$ cat src/rtl/muldiv.sv
// muldiv: iterative MIPS-style multiply/divide unit with HI/LO registers.
// Runs one radix-2 step per clock: shift-add for multiply, restoring
// subtraction for divide. Sign handling is magnitude-based, with the
// result sign fixed up in a final cycle.
//
// Ports
//   clock    sole clock, rising edge
//   reset    synchronous, active-high
//   start    request an operation (sampled in IDLE only)
//   op       00 mult, 01 multu, 10 div, 11 divu
//   a, b     rs / rt operands (a is also the mthi/mtlo data)
//   mthi     write a into HI (IDLE, no start)
//   mtlo     write a into LO (IDLE, no start)
//   busy     high whenever not IDLE
//   done     one-cycle pulse when HI/LO take a new result
//   divzero  high with done when a divide had b == 0
//   hi, lo   HI / LO registers
//
// state  | meaning
// IDLE   | waiting; accepts start or mthi/mtlo
// MUL    | one shift-add step per cycle, n cycles
// DIV    | one restoring-divide step per cycle, n cycles (1 cycle if b == 0)
// FINISH | sign-correct and write HI/LO, pulse done
module muldiv #(
  parameter int n = 32
) (
  input  logic         clock,
  input  logic         reset,
  input  logic         start,
  input  logic [1:0]   op,
  input  logic [n-1:0] a,
  input  logic [n-1:0] b,
  input  logic         mthi,
  input  logic         mtlo,
  output logic         busy,
  output logic         done,
  output logic         divzero,
  output logic [n-1:0] hi,
  output logic [n-1:0] lo
);

  localparam int CW = $clog2(n + 1);

  typedef enum logic [1:0] {IDLE, MUL, DIV, FINISH} state_t;

  state_t         r_state, w_next;
  logic [CW-1:0]  r_cnt;
  logic [n-1:0]   r_wa;       // multiplicand or divisor magnitude (raw a on divide-by-zero)
  logic [2*n-1:0] r_wp;       // product, or {remainder, quotient}
  logic           r_is_div;
  logic           r_neg_lo;   // negate product (mult) or quotient (div)
  logic           r_neg_hi;   // negate remainder
  logic           r_dz;

  logic           w_a_neg, w_b_neg, w_b_zero;
  logic [n-1:0]   w_a_mag, w_b_mag;
  logic [n:0]     w_sum;
  logic [2*n-1:0] w_mul_step;
  logic [n:0]     w_shift;
  logic           w_ge;
  logic [n-1:0]   w_diff;
  logic [2*n-1:0] w_div_step;
  logic [2*n-1:0] w_prod;
  logic [n-1:0]   w_quo, w_rem;

  // op[0] selects unsigned; signed ops work on magnitudes.
  assign w_a_neg  = ~op[0] & a[n-1];
  assign w_b_neg  = ~op[0] & b[n-1];
  assign w_a_mag  = w_a_neg ? -a : a;
  assign w_b_mag  = w_b_neg ? -b : b;
  assign w_b_zero = (b == '0);

  // Multiply: add multiplicand into the upper half when the lsb is set,
  // then shift the whole register right, carry included.
  assign w_sum      = {1'b0, r_wp[2*n-1:n]} + (r_wp[0] ? {1'b0, r_wa} : '0);
  assign w_mul_step = {w_sum, r_wp[n-1:1]};

  // Divide: shift next dividend bit into the remainder and try subtracting.
  // The n-bit difference is exact whenever the subtraction succeeds.
  assign w_shift    = {r_wp[2*n-1:n], r_wp[n-1]};
  assign w_ge       = (w_shift >= {1'b0, r_wa});
  assign w_diff     = w_shift[n-1:0] - r_wa;
  assign w_div_step = w_ge ? {w_diff, r_wp[n-2:0], 1'b1}
                           : {w_shift[n-1:0], r_wp[n-2:0], 1'b0};

  assign w_prod = r_neg_lo ? -r_wp : r_wp;
  assign w_quo  = r_neg_lo ? -r_wp[n-1:0] : r_wp[n-1:0];
  assign w_rem  = r_neg_hi ? -r_wp[2*n-1:n] : r_wp[2*n-1:n];

  assign busy = (r_state != IDLE);

  always_ff @(posedge clock) begin
    if (reset) r_state <= IDLE;
    else       r_state <= w_next;
  end

  always_comb begin
    w_next = r_state;
    case (r_state)
      IDLE:    if (start) w_next = op[1] ? DIV : MUL;
      MUL:     if (r_cnt == CW'(1)) w_next = FINISH;
      DIV:     if (r_dz) w_next = IDLE;
               else if (r_cnt == CW'(1)) w_next = FINISH;
      FINISH:  w_next = IDLE;
      default: w_next = IDLE;
    endcase
  end

  always_ff @(posedge clock) begin
    if (reset) begin
      r_cnt    <= '0;
      r_wa     <= '0;
      r_wp     <= '0;
      r_is_div <= 1'b0;
      r_neg_lo <= 1'b0;
      r_neg_hi <= 1'b0;
      r_dz     <= 1'b0;
      done     <= 1'b0;
      divzero  <= 1'b0;
      hi       <= '0;
      lo       <= '0;
    end else begin
      done    <= 1'b0;
      divzero <= 1'b0;
      case (r_state)
        IDLE: begin
          if (start) begin
            r_cnt    <= CW'(n);
            r_is_div <= op[1];
            r_neg_lo <= w_a_neg ^ w_b_neg;
            r_neg_hi <= w_a_neg;
            r_dz     <= op[1] & w_b_zero;
            if (op[1]) begin
              r_wa <= w_b_zero ? a : w_b_mag;
              r_wp <= {{n{1'b0}}, w_a_mag};
            end else begin
              r_wa <= w_a_mag;
              r_wp <= {{n{1'b0}}, w_b_mag};
            end
          end else begin
            if (mthi) hi <= a;
            if (mtlo) lo <= a;
          end
        end
        MUL: begin
          r_wp  <= w_mul_step;
          r_cnt <= r_cnt - 1'b1;
        end
        DIV: begin
          if (r_dz) begin
            hi      <= r_wa;
            lo      <= '1;
            done    <= 1'b1;
            divzero <= 1'b1;
          end else begin
            r_wp  <= w_div_step;
            r_cnt <= r_cnt - 1'b1;
          end
        end
        FINISH: begin
          done <= 1'b1;
          if (r_is_div) begin
            hi <= w_rem;
            lo <= w_quo;
          end else begin
            {hi, lo} <= w_prod;
          end
        end
        default: ;
      endcase
    end
  end

endmodule
$ cat config.mk
export PLATFORM = sky130hd
export DESIGN_NAME = muldiv
export DESIGN_NICKNAME = d
export VERILOG_FILES = /design/src/rtl/muldiv.sv
export SDC_FILE = /design/constraint.sdc
export NUM_CORES = 1
export LEC_CHECK = 0
export CORE_MARGIN = 2
export CORE_UTILIZATION = 42
export DETAILED_ROUTE_END_ITERATION = 8
export GPL_ROUTABILITY_DRIVEN = 0
export SETUP_SLACK_MARGIN = 0.3
export SYNTH_ARGS = -nofsm -noshare
export SYNTH_HDL_FRONTEND = slang
export SYNTH_SLANG_ARGS = --single-unit
$ cat constraint.sdc
create_clock -name clock -period 3 [get_ports clock]
set_clock_uncertainty 0.05 [all_clocks]
set_input_delay 0.6 -clock clock [delete_from_list [all_inputs] [get_ports clock]]
set_output_delay 0.6 -clock clock [all_outputs]
set_load 0.01 [all_outputs]
### Wiring heat map

The die is cut into 39 by 39 equal tiles; white is low, dark blue is high, scaled to the fullest tile. Values are wire area over tile area, all layers added.
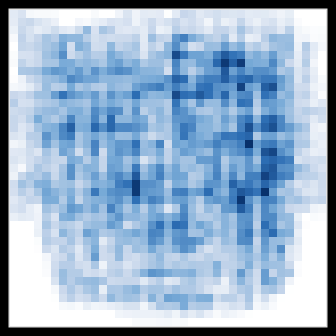
fullest tile	0.83
tiles over half the peak	25%
nearly empty tiles	11%
emptiest ninth of the die	lower left
mean over tiles	0.29

### Met1 routing

The bar under the picture is 50 um long.
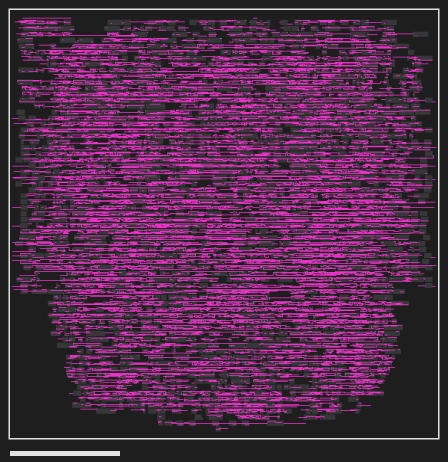
main direction	horizontal
share of all routed wire	41%
nets with wire on the layer	2537

==> impl_metrics.yaml <==
# generated from flow reports
detailed_routing:
  drtPass1Iterations: 6
floorplan:
  die_x_um: 195
  rows: 69
  die_h_um: 195
yosys:
  yosysChipArea_sq_um: 15300
  syn_area_sq_um: 15300
  ys_warn_count: 0
  async_reset_ff_frac: 0
cts:
  clock-sinks: 174
  clock_latency_ns: 0.45
  cts-root-buf: "clkbuf_16"
run:
  warning_count: 36
power_and_ir_drop:
  pwr-share-clk: 0.226
  p_int_mw: 6.56
  p_sw_mw: 4.36
  power_density_nw_per_um2: 465
place:
  io_buffers: 137
sta:
  slew_headroom: 0.188
  setup_ws_ns: -0.225
  setup_viol: 25
worst_setup_path:
  critPathMaxStageDelay_ns: 0.48
  cp.required_ns: 3.31
run_status:
  outcome: "finished, violations left"
  violations: "negative setup slack"
global_route:
  grt_remaining_overflow: 0
### Wiring by layer

The bar under the picture is 50 um long. Only two layers are drawn.
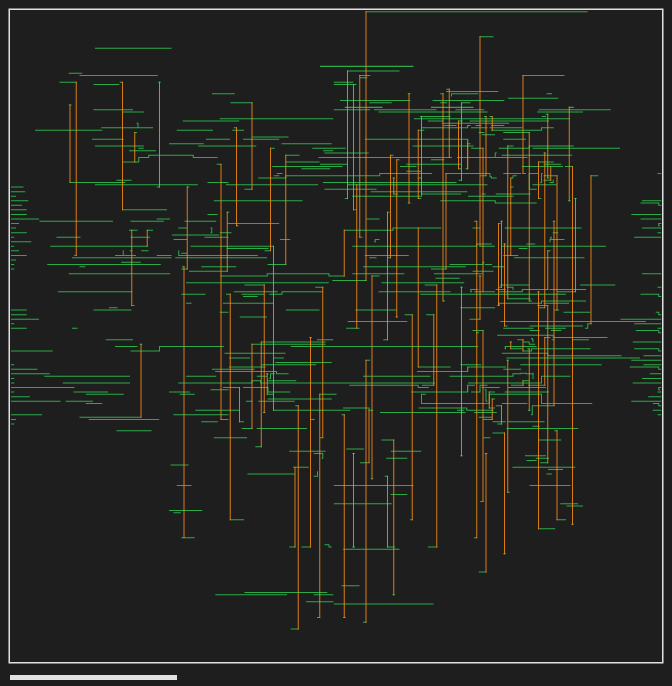
color	layer	wire length
green	metal 3	4800 um
orange	metal 4	3390 um

-- flip-flops by register name, indices dropped and copies added, names as in the netlist --
register and count:
done 1, r_state 2, divzero 1, r_neg_lo 1, lo 32, r_is_div 1, r_cnt 6, r_wa 32
hi 32, r_dz 1, r_neg_hi 1, r_wp 64
-- synthesized netlist by cell type (all sizes together), types with 11 or more instances --
library cell,instances
ha,75
nor3,76
mux2i,37
nor2,318
inv,74
a31oi,32
or4,14
a211oi,56
a21oi,196
o21a,12
xnor2,92
o41ai,11
o21ai,131
o211ai,23
xor2,78
nand3,24
a22oi,47
buf,28
a311oi,21
a21o,28
o22ai,35
clkbuf,137
dfxtp,174
a221o,30
nand2b,18
nand2,144
o31ai,18
nor4,18
nand4,12
or3,21
-- area by class of cell --
| class | instances | area [sq um] |
|---|---|---|
| Inverter | 75 | 300 |
| Tap cell | 461 | 577 |
| Timing Repair Buffer | 596 | 5320 |
| Clock inverter | 14 | 190 |
| Fill cell | 2962 | 12200 |
| Multi-Input combinational cell | 1682 | 13100 |
| Clock buffer | 18 | 429 |
| Sequential cell | 174 | 3540 |
-- metal layers --
layer,GRT usage,up-vias
met3,0.0394,212
li1,-,8540
met2,0.529,919
met1,0.421,8805
met5,0,-
met4,0.156,0
-- logic make-up (layout without fill, tap and decap cells) --
group                      Yosys count  in the layout  share of synthesized area
and+or+nand+nor                    690            690                      0.210
AOI/OAI and AO/OA                  702            702                      0.303
adders and majority gates           77             77                     0.0641
DFF                                174            174                      0.228
xor gates and xnor gates           170            170                     0.0975
muxes                               43             43                     0.0287
buffers and inverters              240            703                     0.0684
-- final timing paths --
| check | start | to | depth (start not counted) |
|---|---|---|---|
| worst max-delay path | r_wp[0]$_SDFFE_PP0P_ | hi[12]$_SDFFE_PP0P_ | 15 |
| worst min-delay path | r_cnt[1]$_SDFFE_PP0P_ | r_cnt[1]$_SDFFE_PP0P_ | 2 |
| worst max register to register | r_wp[0]$_SDFFE_PP0P_ | hi[12]$_SDFFE_PP0P_ | 15 |
| worst min register to register | r_cnt[1]$_SDFFE_PP0P_ | r_cnt[1]$_SDFFE_PP0P_ | 2 |
-- repair_timing --
action | CTS | global route
hold endpoints to repair | 0 | 0
cloned | 5 | 1
endpoints found under the setup margin | 133 | 137
pin swaps | 186 | 209
gates resized | 346 | 281
setup buffers | 50 | 38
-- power groups by stage --
stage	clock, mW	sequential (mW)	combinational (mW)
after floorplan	0	3.11	2.52
after CTS	2.48	3.06	4.89
after global placement	0	3.07	4.49
final	2.47	3.07	5.38
after detailed placement	0	3.08	4.54
after global routing	2.57	3.11	5.75
-- tightest hold or removal path: cells and delay by family (launching register included) --
kind | cells | cell delay (ns)
and+or+nand+nor | 1 | 0.06
AOI/OAI and AO/OA | 1 | 0.05
DFF | 1 | 0.32
-- through the flow --
stage	power (mW)	util	instances	TNS [ns]	cell area [sq um]
floorplan	5.62	-	2096	0	15600
global placement	7.56	0.551	2894	-23.38	19600
detailed placement	7.62	0.551	2894	-25.99	19600
CTS	10.4	0.614	2981	-0.559	21900
global route	11.4	0.659	3020	-4.13	23500
finish	10.9	0.659	3020	-2.14	23500
Power is estimated from default activity; no workload was simulated.
